[src/rtl/dff_pipe_pkg.sv]
// Shared constants and helpers for the registered delay line.
package dff_pipe_pkg;

    localparam int DEF_WIDTH = 8;
    localparam int DEF_DEPTH = 4;

    // Width needed to hold an occupancy value in the range 0..depth.
    function automatic int cnt_w(input int depth);
        return $clog2(depth + 1);
    endfunction

endpackage

[src/rtl/dff_stage.sv]
// One data + valid register of the delay line.
// Reset and flush both clear the stage to an empty bubble.
module dff_stage #(
    parameter int               WIDTH   = 8,
    parameter logic [WIDTH-1:0] RST_VAL = '0
) (
    input  logic             clk,
    input  logic             rst,
    input  logic             en,
    input  logic             flush,
    input  logic             in_valid,
    input  logic [WIDTH-1:0] in_data,
    output logic             out_valid,
    output logic [WIDTH-1:0] out_data
);

    // Priority rst > flush > en > hold.
    always_ff @(posedge clk) begin
        if (rst || flush) begin
            out_valid <= 1'b0;
            out_data  <= RST_VAL;
        end else if (en) begin
            out_valid <= in_valid;
            out_data  <= in_data;
        end
    end

endmodule

[src/rtl/dff_pipe.sv]
// DEPTH-stage, WIDTH-bit registered delay line with per-stage valid,
// global stall, synchronous flush and a registered occupancy count.
module dff_pipe
    import dff_pipe_pkg::*;
#(
    parameter int               WIDTH   = DEF_WIDTH,
    parameter int               DEPTH   = DEF_DEPTH,
    parameter logic [WIDTH-1:0] RST_VAL = '0
) (
    input  logic                       clk,
    input  logic                       rst,
    input  logic                       en,
    input  logic                       flush,
    input  logic                       d_valid,
    input  logic [WIDTH-1:0]           d,
    output logic                       q_valid,
    output logic [WIDTH-1:0]           q,
    output logic [cnt_w(DEPTH)-1:0]    count
);

    localparam int CW = cnt_w(DEPTH);

    logic [DEPTH-1:0][WIDTH-1:0] data;
    logic [DEPTH-1:0]            vld;

    // Stage 0 takes the input word (bubbles carry RST_VAL so q never goes X);
    // every later stage copies its predecessor.
    for (genvar i = 0; i < DEPTH; i++) begin : g_stage
        logic             in_v;
        logic [WIDTH-1:0] in_d;

        if (i == 0) begin : g_head
            assign in_v = d_valid;
            assign in_d = d_valid ? d : RST_VAL;
        end else begin : g_body
            assign in_v = vld[i-1];
            assign in_d = data[i-1];
        end

        dff_stage #(
            .WIDTH   (WIDTH),
            .RST_VAL (RST_VAL)
        ) u_stage (
            .clk       (clk),
            .rst       (rst),
            .en        (en),
            .flush     (flush),
            .in_valid  (in_v),
            .in_data   (in_d),
            .out_valid (vld[i]),
            .out_data  (data[i])
        );
    end

    // Occupancy tracks accepts minus ejects; the result always stays in
    // 0..DEPTH, so plain modular arithmetic is exact.
    always_ff @(posedge clk) begin
        if (rst || flush) begin
            count <= '0;
        end else if (en) begin
            count <= count + CW'(d_valid) - CW'(vld[DEPTH-1]);
        end
    end

    assign q_valid = vld[DEPTH-1];
    assign q       = data[DEPTH-1];

endmodule

[config.mk]
export PLATFORM = sky130hd
export DESIGN_NAME = dff_pipe
export DESIGN_NICKNAME = d
export VERILOG_FILES = /design/src/rtl/dff_pipe_pkg.sv /design/src/rtl/dff_stage.sv /design/src/rtl/dff_pipe.sv
export SDC_FILE = /design/constraint.sdc
export NUM_CORES = 1
export LEC_CHECK = 0
export CAP_MARGIN = 20
export CORE_MARGIN = 2
export CORE_UTILIZATION = 40
export DETAILED_ROUTE_END_ITERATION = 16
export DONT_BUFFER_PORTS = 1
export HOLD_SLACK_MARGIN = 0.1
export PLACE_DENSITY = 0.58
export SLEW_MARGIN = 20
export SYNTH_ARGS = -nofsm -noshare
export SYNTH_HDL_FRONTEND = slang
export SYNTH_SLANG_ARGS = --single-unit
[constraint.sdc]
create_clock -name clk -period 1.99 [get_ports clk]
set_input_delay 0.4975 -clock clk [delete_from_list [all_inputs] [get_ports clk]]
set_output_delay 0.4975 -clock clk [all_outputs]
set_load 0.01 [all_outputs]
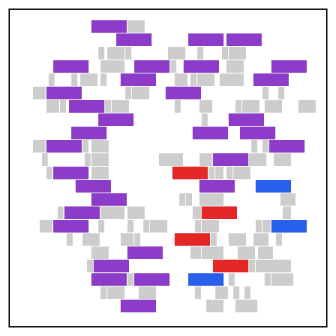
**Above:** sequential cells coloured by netlist name.
Other cells in grey.
legend:
  purple:
    netlist_name: `g_stage.u_stage.out_data`
    flops: 32
  blue:
    netlist_name: `count`
    flops: 3
  red:
    netlist_name: `g_stage.u_stage.out_valid`
    flops: 4
final core utilization: 0.427
register area: 781 um^2

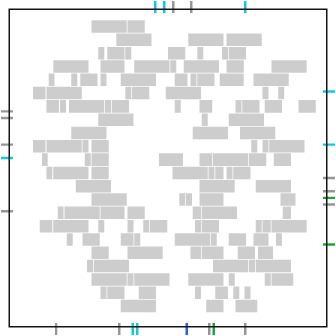
**Above:** pin placement.
Pins as bars across the die edge, other pins in grey.
legend:
  green:
    port: `count`
    pins: 3
    direction: output
    edge: 2 east, 1 south
  blue:
    port: `en`
    pins: 1
    direction: input
    edge: south
  cyan:
    port: `q`
    pins: 8
    direction: output
    edge: 3 north, 2 east, 2 south, 1 west
all pins by edge: 8 south, 7 east, 5 west, 5 north

==> run summary <==
fresh numbers from the pnr run: worst r2r dst=count[2]$_SDFFE_PP0P_, Levels on crit path=8, warnings from Yosys=0, top cells by count=dfxtp_1, nor2_1, mux2i_1, r2r startpoint=g_stage[3].u_stage.out_valid$_SDFFE_PP0P_, Logic inverters=5, Clock transition at path regs=70 ps, f_max=544 MHz, post-synthesis net count=155, flip-flops with a built-in enable=0, Mapped Cells=139, CP max stage delay=400 ps, most numerous cell in the Yosys netlist=dfxtp_1, post-route cell area=1540 um^2, fraction of area in registers=0.507, Min Clock Period, post-route=1840 ps, DRC viols=0, Seq Cell Count=39, CTS Buf Count=5, Critical Path Source Type=flip-flop, die height=64.6 um, hold buffers post-CTS=0, die width=64.6 um, DRT Pass-1 Iters=2, switching part of the total=0.208, status=completed, met1 GRT Util=0.147, P_seq=0.792 mW, Synth Seq Share=0.532, Metal-1 WL=1130 um, Clock net power=0.491 mW, crit path DAT=2070 ps, Logic family by area=multiplexers, CP Capture Type=flip-flop, top cell class by occupied area=sequential cells, fin cells=187, Mapped Area=1470 um^2, adder share=0.0307, met2 wire len=1050 um, PnR worst setup slack=150 ps, DR top layer=met4, DR WL met3=110 um, Worst IR Drop VDD=0.353 mV, Critical Path RT=2220 ps, initial antenna violation count=0, Worst Path Max Fanout=3, CTS root buffer=clkbuf_8, Final Max Slew Viols=0, Hold Path Sink=count[1]$_SDFFE_PP0P_, Max-area cell share=0.532, Nets=154, Top reg by flops=g_stage.u_stage.out_data, dpl cell area=1460 um^2, Post-CTS Setup Bufs=0, Hold Crit Start=en, Top cell excl fill/tap=dfxtp_1, Rows=22, comb pwr=0.0519 mW, tap cells=48, clock power share=0.368, async set-reset flop share out of synthesis=0, worst setup path endpoint=count[2]$_SDFFE_PP0P_, Complex Gates by Area=0.0588, Synth area leader=dfxtp_1, power per cell area=867 nW/um^2, Least-Margin Pin Slew=423 ps, logic gate fraction of the total cell area=0.384, MI comb cells=86, Top pwr grp=sequential cells, Hold Slack=324 ps, most used routing layer=met2, Chip Area=4170 um^2, final period utilization=0.925, Inst Count DP=179, Setup CP Type=reg2reg, multi-input logic area=592 um^2, Post-DRT Antenna Nets=0, met2 GRT Util=0.193, Critical Path Source=g_stage[3].u_stage.out_valid$_SDFFE_PP0P_, Setup Skew=1.81 ps, drt initial violations=43, leakage=0.627 nW, I/O Buffers=0, buffer and inverter count on the worst path=2, Flop pwr share=0.593, crit path cell chain=ha_1, inv_1, ha_1, inv_1, fa_1, xor2_1, a211o_1, nand2_1, largest net degree at the start of global routing=40, fraction of layout cells with a size suffix above 1=0.0647, P&R area growth vs syn=4.94%, dpl hpwl=1510 um, worst skew pair latency=280 ps, Fin. Hold Viols=0, Synth Area in Simple Gates=0.117, # clock sinks=39, Reg2Reg Depth=8, combinational cell fraction of total power=0.039, drt total wl=2340 um, ClkCell Share=0.0528, met3 GRT Util=0.0694, critical path's slowest cell=dfxtp_1, vias per cell=4.84, critical path's top delay family=adder cells, Yosys Chip Area=1470 um^2, CTS tree=yes, area fraction in mux cells=0.191, main flop type=dfxtp_1, XOR Share, Synth=0.00597, Largest cells by area=dfxtp_1, mux2i_1, nor2_1, H-tree levels=2, Max-cap violations=0, Ports=25, Rel. slew slack=0.718, vias in the first global route=865, Hold Crit Depth=1, core region area=3610 um^2, # Cells Yosys=139
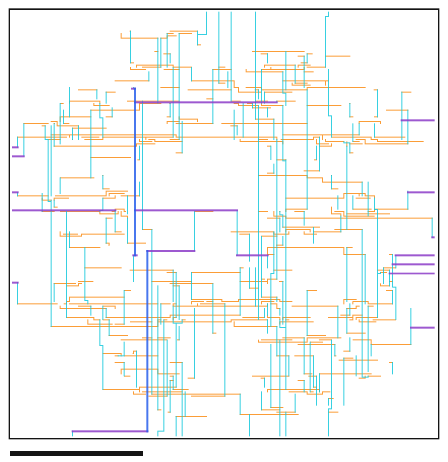
**Above:** routed metal, one colour a layer.
The bar under the picture is 20 um long.
legend:
  purple:
    layer: metal 3
    wire_length: 110 um
  blue:
    layer: metal 4
    wire_length: 52.4 um
  orange:
    layer: metal 1
    wire_length: 1,130 um
  cyan:
    layer: metal 2
    wire_length: 1,050 um

Power is estimated from default activity; no workload was simulated.
